[config.mk]
export PLATFORM = sky130hd
export DESIGN_NAME = mem_arbiter
export DESIGN_NICKNAME = d
export VERILOG_FILES = /design/src/rtl/mem_arb_pkg.sv /design/src/rtl/arb_pick.sv /design/src/rtl/mem_arbiter.sv
export SDC_FILE = /design/constraint.sdc
export NUM_CORES = 1
export LEC_CHECK = 0
export ABC_AREA = 1
export CAP_MARGIN = 20
export CORE_AREA = 4 4 153 155
export CTS_BUF_LIST = sky130_fd_sc_hd__clkbuf_16
export DETAILED_ROUTE_END_ITERATION = 10
export DIE_AREA = 0 0 157 159
export PLACE_DENSITY = 0.81
export SETUP_SLACK_MARGIN = 0.2
export SYNTH_ARGS = -nofsm -noshare
export SYNTH_HDL_FRONTEND = slang
export SYNTH_SLANG_ARGS = --single-unit
[constraint.sdc]
create_clock -name clk -period 2 [get_ports clk]
set_input_delay 0.4 -clock clk [delete_from_list [all_inputs] [get_ports clk]]
set_output_delay 0.4 -clock clk [all_outputs]
set_load 0.05 [all_outputs]
[src/rtl/mem_arb_pkg.sv]
`default_nettype none
// ============================================================================
// Module      : mem_arb_pkg
// Description : Shared types and defaults for the instruction/data memory
//               arbiter: FSM state encoding, streak counter width and the
//               default data-grant streak limit.
// Revision    : 1.0 - initial release
// ============================================================================
package mem_arb_pkg;

  // Consecutive data grants tolerated while an instruction fetch is waiting.
  localparam int MAXDSTREAK_DEF = 4;

  // Width of the data-grant streak counter; MAXDSTREAK must fit in it.
  localparam int STREAK_W = 3;

  typedef enum logic [1:0] {
    IDLE  = 2'd0,
    IBUSY = 2'd1,
    DBUSY = 2'd2,
    RESP  = 2'd3
  } state_t;

endpackage : mem_arb_pkg
`default_nettype wire

[src/rtl/arb_pick.sv]
`default_nettype none
// ============================================================================
// Module      : arb_pick
// Description : Combinational grant decision between the instruction and data
//               requesters. Data wins by default; an instruction request that
//               has already watched MAXDSTREAK data grants go by takes over.
// Ports       : ireq    - instruction request
//               dreq    - data request
//               dstreak - data grants issued while ireq was waiting
//               grant_d - grant the data requester
//               grant_i - grant the instruction requester
// Revision    : 1.0 - initial release
// ============================================================================
module arb_pick
  import mem_arb_pkg::*;
#(
  parameter int MAXDSTREAK = MAXDSTREAK_DEF
) (
  input  logic                ireq,
  input  logic                dreq,
  input  logic [STREAK_W-1:0] dstreak,
  output logic                grant_d,
  output logic                grant_i
);

  logic starved;

  // The fetch has waited long enough: the data side must yield this round.
  assign starved = ireq && (dstreak == STREAK_W'(MAXDSTREAK));

  assign grant_d = dreq && !starved;
  assign grant_i = ireq && !grant_d;

endmodule : arb_pick
`default_nettype wire

[src/rtl/mem_arbiter.sv]
`default_nettype none
// ============================================================================
// Module      : mem_arbiter
// Description : Arbitrates an instruction-fetch port and a data load/store
//               port onto a single memory port. One access at a time:
//               IDLE -> IBUSY/DBUSY -> RESP -> IDLE. All outputs registered.
// Ports       : clk, reset (async, active low)
//               ireq/iadr/idone/irdata            - instruction fetch port
//               dreq/dwe/dadr/dwdata/ddone/drdata - data port
//               mreq/mwe/madr/mwdata/mrdata/mready - memory port
// Revision    : 1.0 - initial release
// ============================================================================
module mem_arbiter
  import mem_arb_pkg::*;
#(
  parameter int N          = 64,
  parameter int W          = 32,
  parameter int MAXDSTREAK = MAXDSTREAK_DEF
) (
  input  logic         clk,
  input  logic         reset,
  // instruction port
  input  logic         ireq,
  input  logic [W-1:0] iadr,
  output logic         idone,
  output logic [31:0]  irdata,
  // data port
  input  logic         dreq,
  input  logic         dwe,
  input  logic [W-1:0] dadr,
  input  logic [N-1:0] dwdata,
  output logic         ddone,
  output logic [N-1:0] drdata,
  // memory port
  output logic         mreq,
  output logic         mwe,
  output logic [W-1:0] madr,
  output logic [N-1:0] mwdata,
  input  logic [N-1:0] mrdata,
  input  logic         mready
);

  state_t              state;
  logic [STREAK_W-1:0] dstreak;
  logic                grant_d;
  logic                grant_i;

  arb_pick #(
    .MAXDSTREAK (MAXDSTREAK)
  ) u_arb_pick (
    .ireq    (ireq),
    .dreq    (dreq),
    .dstreak (dstreak),
    .grant_d (grant_d),
    .grant_i (grant_i)
  );

  always_ff @(posedge clk or negedge reset) begin
    if (!reset) begin
      state   <= IDLE;
      dstreak <= '0;
      mreq    <= 1'b0;
      mwe     <= 1'b0;
      madr    <= '0;
      mwdata  <= '0;
      idone   <= 1'b0;
      ddone   <= 1'b0;
      irdata  <= '0;
      drdata  <= '0;
    end else begin
      case (state)
        IDLE: begin
          idone <= 1'b0;
          ddone <= 1'b0;
          if (grant_d) begin
            state  <= DBUSY;
            mreq   <= 1'b1;
            mwe    <= dwe;
            madr   <= dadr;
            mwdata <= dwdata;
            // Only count data grants that made a fetch wait.
            if (ireq) begin
              if (dstreak != STREAK_W'(MAXDSTREAK))
                dstreak <= dstreak + 1'b1;
            end else begin
              dstreak <= '0;
            end
          end else if (grant_i) begin
            state   <= IBUSY;
            mreq    <= 1'b1;
            mwe     <= 1'b0;
            madr    <= iadr;
            mwdata  <= '0;
            dstreak <= '0;
          end else begin
            mreq <= 1'b0;
          end
        end

        // Memory-side outputs stay frozen until the memory completes.
        IBUSY: begin
          if (mready) begin
            irdata <= mrdata[31:0];
            idone  <= 1'b1;
            mreq   <= 1'b0;
            state  <= RESP;
          end
        end

        DBUSY: begin
          if (mready) begin
            drdata <= mrdata;
            ddone  <= 1'b1;
            mreq   <= 1'b0;
            state  <= RESP;
          end
        end

        // One dead cycle so requesters can drop or renew their request.
        RESP: begin
          idone <= 1'b0;
          ddone <= 1'b0;
          state <= IDLE;
        end

        default: state <= IDLE;
      endcase
    end
  end

endmodule : mem_arbiter
`default_nettype wire

==> images/met3.png <==
The bar under the picture is 50 um long.
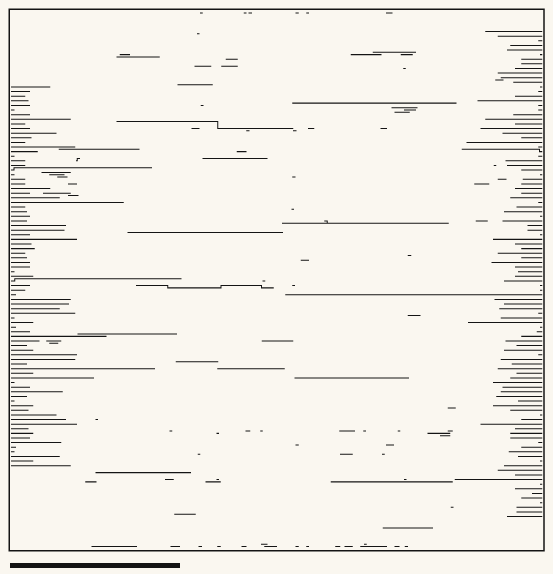
nets with wire on the layer = 243
main direction = horizontal

==> images/port_nets.png <==
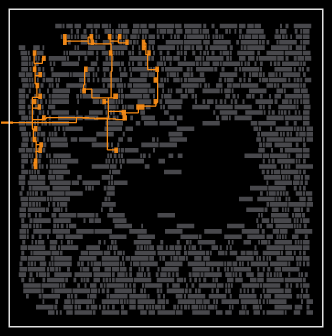
`dreq` -> orange  # direction input, edge left, end cells 37, wire 391 um

==> images/final_placement.png <==
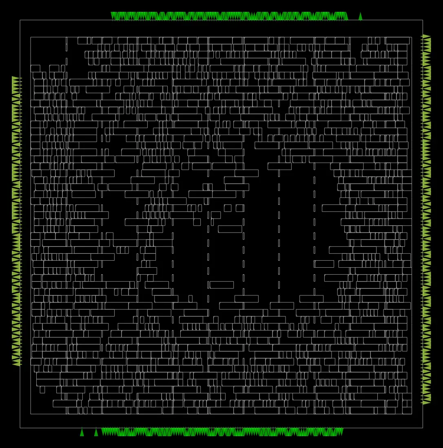
Flops: 201
num rows: 54

==> changes_impl.md <==
### Changed

- Bufs on Longest Clock Path: 3
- Sw power: 12,600 uW
- Gate power share: 54.4%
- Setup violators final: 0
- # port buffers: 393
- First-pass GRT wire length: 42,700 um
- Max Cap Viol: 0
- Latency at later pin: 500 ps
- TritonCTS Buffers: 23
- Hold Crit Class: in -> async
- Postcts setup bufs: 0
- CP Capture Type: primary output
- Layout area overhead: 54.8%
- Sequential Area: 0.00503 mm2
- Post-Syn Nets: 1,196
- Area of the die: 0.0250 mm2
- Routed vias/inst: 4.73
- HPWL after DPL: 19,800 um
- FF-to-FF Start: state[0]
- Setup crit end: irdata[17]
- Yosys warnings: 0
- CP Class: reg -> out
- Synth area leaders: dfrtp_1 60%, nand2_1 18%, inv_1 5.0%, o21ai_0 4.2%, nand3_1 3.9%
- Post-cts resize count: 355
- Post-synth top area cell: dfrtp_1
- Outcome: finished clean
- Max rail drop VDD: 1.12 mV
- YS chip area: 0.00841 mm2
- Cell Chain, Critical Path: clkdlybuf4s15_1
- CP top delay family: buffers and inverters
- Worst path max stage delay: 510 ps
- Post-layout min period: 1760 ps
- Final ANT Viol Nets: 0
- Wire per inst: 16.1 um
- Number of global-route vias before repair: 7,958
- Final Max Tran Viols: 0
- Mapped Avg Cell Area: 8.47 um2
- Crit path buffers/inverters: 1
- Total number of vias: 7,921
- Sequential power share: 28.5%
- CP max FO: 2
- Die width: 157 um
- Placer Congestion: 0.825
- Layout cells sized above 1: 16.8%
- GR Overflow Total: 0
- Register-to-register setup slack: 390 ps
- Syn Inst Count: 993
- Num ports: 394
- Core area: 0.0218 mm2
- Sw Share: 51.5%
- Logic area: 0.00266 mm2
- Initial antenna violation count: 1
- Post-synth seq share: 59.8%
- CP max stage cell: clkdlybuf4s15_1
- Drt drc: 0
- Count of flip-flops with a built-in enable after synthesis: 0
- Synthesized cell area: 0.00841 mm2
- Final setup TNS: 0 ps
- Cell with the most instances after synthesis: nand2_1
- Fmax: 568 MHz
- Tally of OpenROAD warnings: 30
- Die H: 159 um
- Standby leakage power: 0.00668 uW
- Clock network power share: 17.1%
- Hold_buf cts: 1
- Pre-Place Util: 38.5%
- Reg2reg end: mwdata[27]
- Post-Route WL: 26,900 um
- Top cell excl fill/tap: nand2_1
- Final nets: 1,582
- TritonCTS Sinks: 201
- Post-synth cell types: 19
- H-tree depth: 1
- # Cells Yosys: 993
- WP data arrival: 1360 ps
- Post-synth top flop: dfrtp_1
- Top-area cell share: 59.8%
- Largest net degree at the start of global routing: 66
- Filler cells: 1,899
- Post-synth ARST share: 100%
- GRT Total Usage: 20.9%
- Critical Path Start: irdata[17]
## state kept, by name, indices dropped and copies added (netlist names), 2 cells and up
| signal | flops |
|---|---|
| drdata | 64 |
| mwdata | 64 |
| irdata | 32 |
| madr | 32 |
| dstreak | 3 |
| state | 2 |
## through the flow
step / total power (uW) / cells / cell area (um2) / setup slack (ps) / hold slack [ps]
6_report: 24500 / 1676 / 13000 / 241 / 393
5_1_grt: 25900 / 1676 / 13000 / 201 / 410
4_1_cts: 25100 / 1675 / 13500 / 147 / 390
3_5_place_dp: 21600 / 1633 / 12700 / 71.1 / 363
3_3_place_gp: 21300 / 1633 / 12700 / 148 / 358
2_1_floorplan: 16100 / 993 / 8410 / 569 / 104
## power by group through the flow
stage	clock, uW	combinational (uW)	sequential, uW
after floorplan	0	2930	13200
after CTS	4280	13900	6970
after detailed placement	0	14600	6990
final	4170	13300	6970
after global placement	0	14400	6950
after global routing	4470	14200	7200
## per-layer routing
layer	track usage, %	part of all wire [%]	wire [um]
met1	25.0	38	10200
met2	35.8	49	13200
met3	5.98	9.0	2430
met4	7.77	4.0	1090
met5	0	0	0
## layout make-up
cell class / count / share of cell area, %
flip-flops and latches: 201 / 38.6
repair buffers: 419 / 29.2
multi-input cells: 621 / 20.4
clock buffers: 23 / 4.42
inverters: 113 / 3.27
well taps: 280 / 2.69
clock inverters: 18 / 1.34
diodes: 1 / 0.0192
## worst min path at each step
stage               start    endpoint  slack (ps)
3_5_place_dp        reset  irdata[10]         360
5_1_grt        mrdata[48]  drdata[48]         410
6_report            reset  irdata[10]         390
2_1_floorplan       reset       ddone         100
3_3_place_gp        reset  drdata[10]         360
4_1_cts             reset  irdata[10]         390
## kinds of logic after synthesis
kind of cell	synth area share, %
simple gates	22.6
flops	59.8
buf+inv	8.72
compound gates	8.17
fa+ha+maj	0.744
Power is estimated from default activity; no workload was simulated.
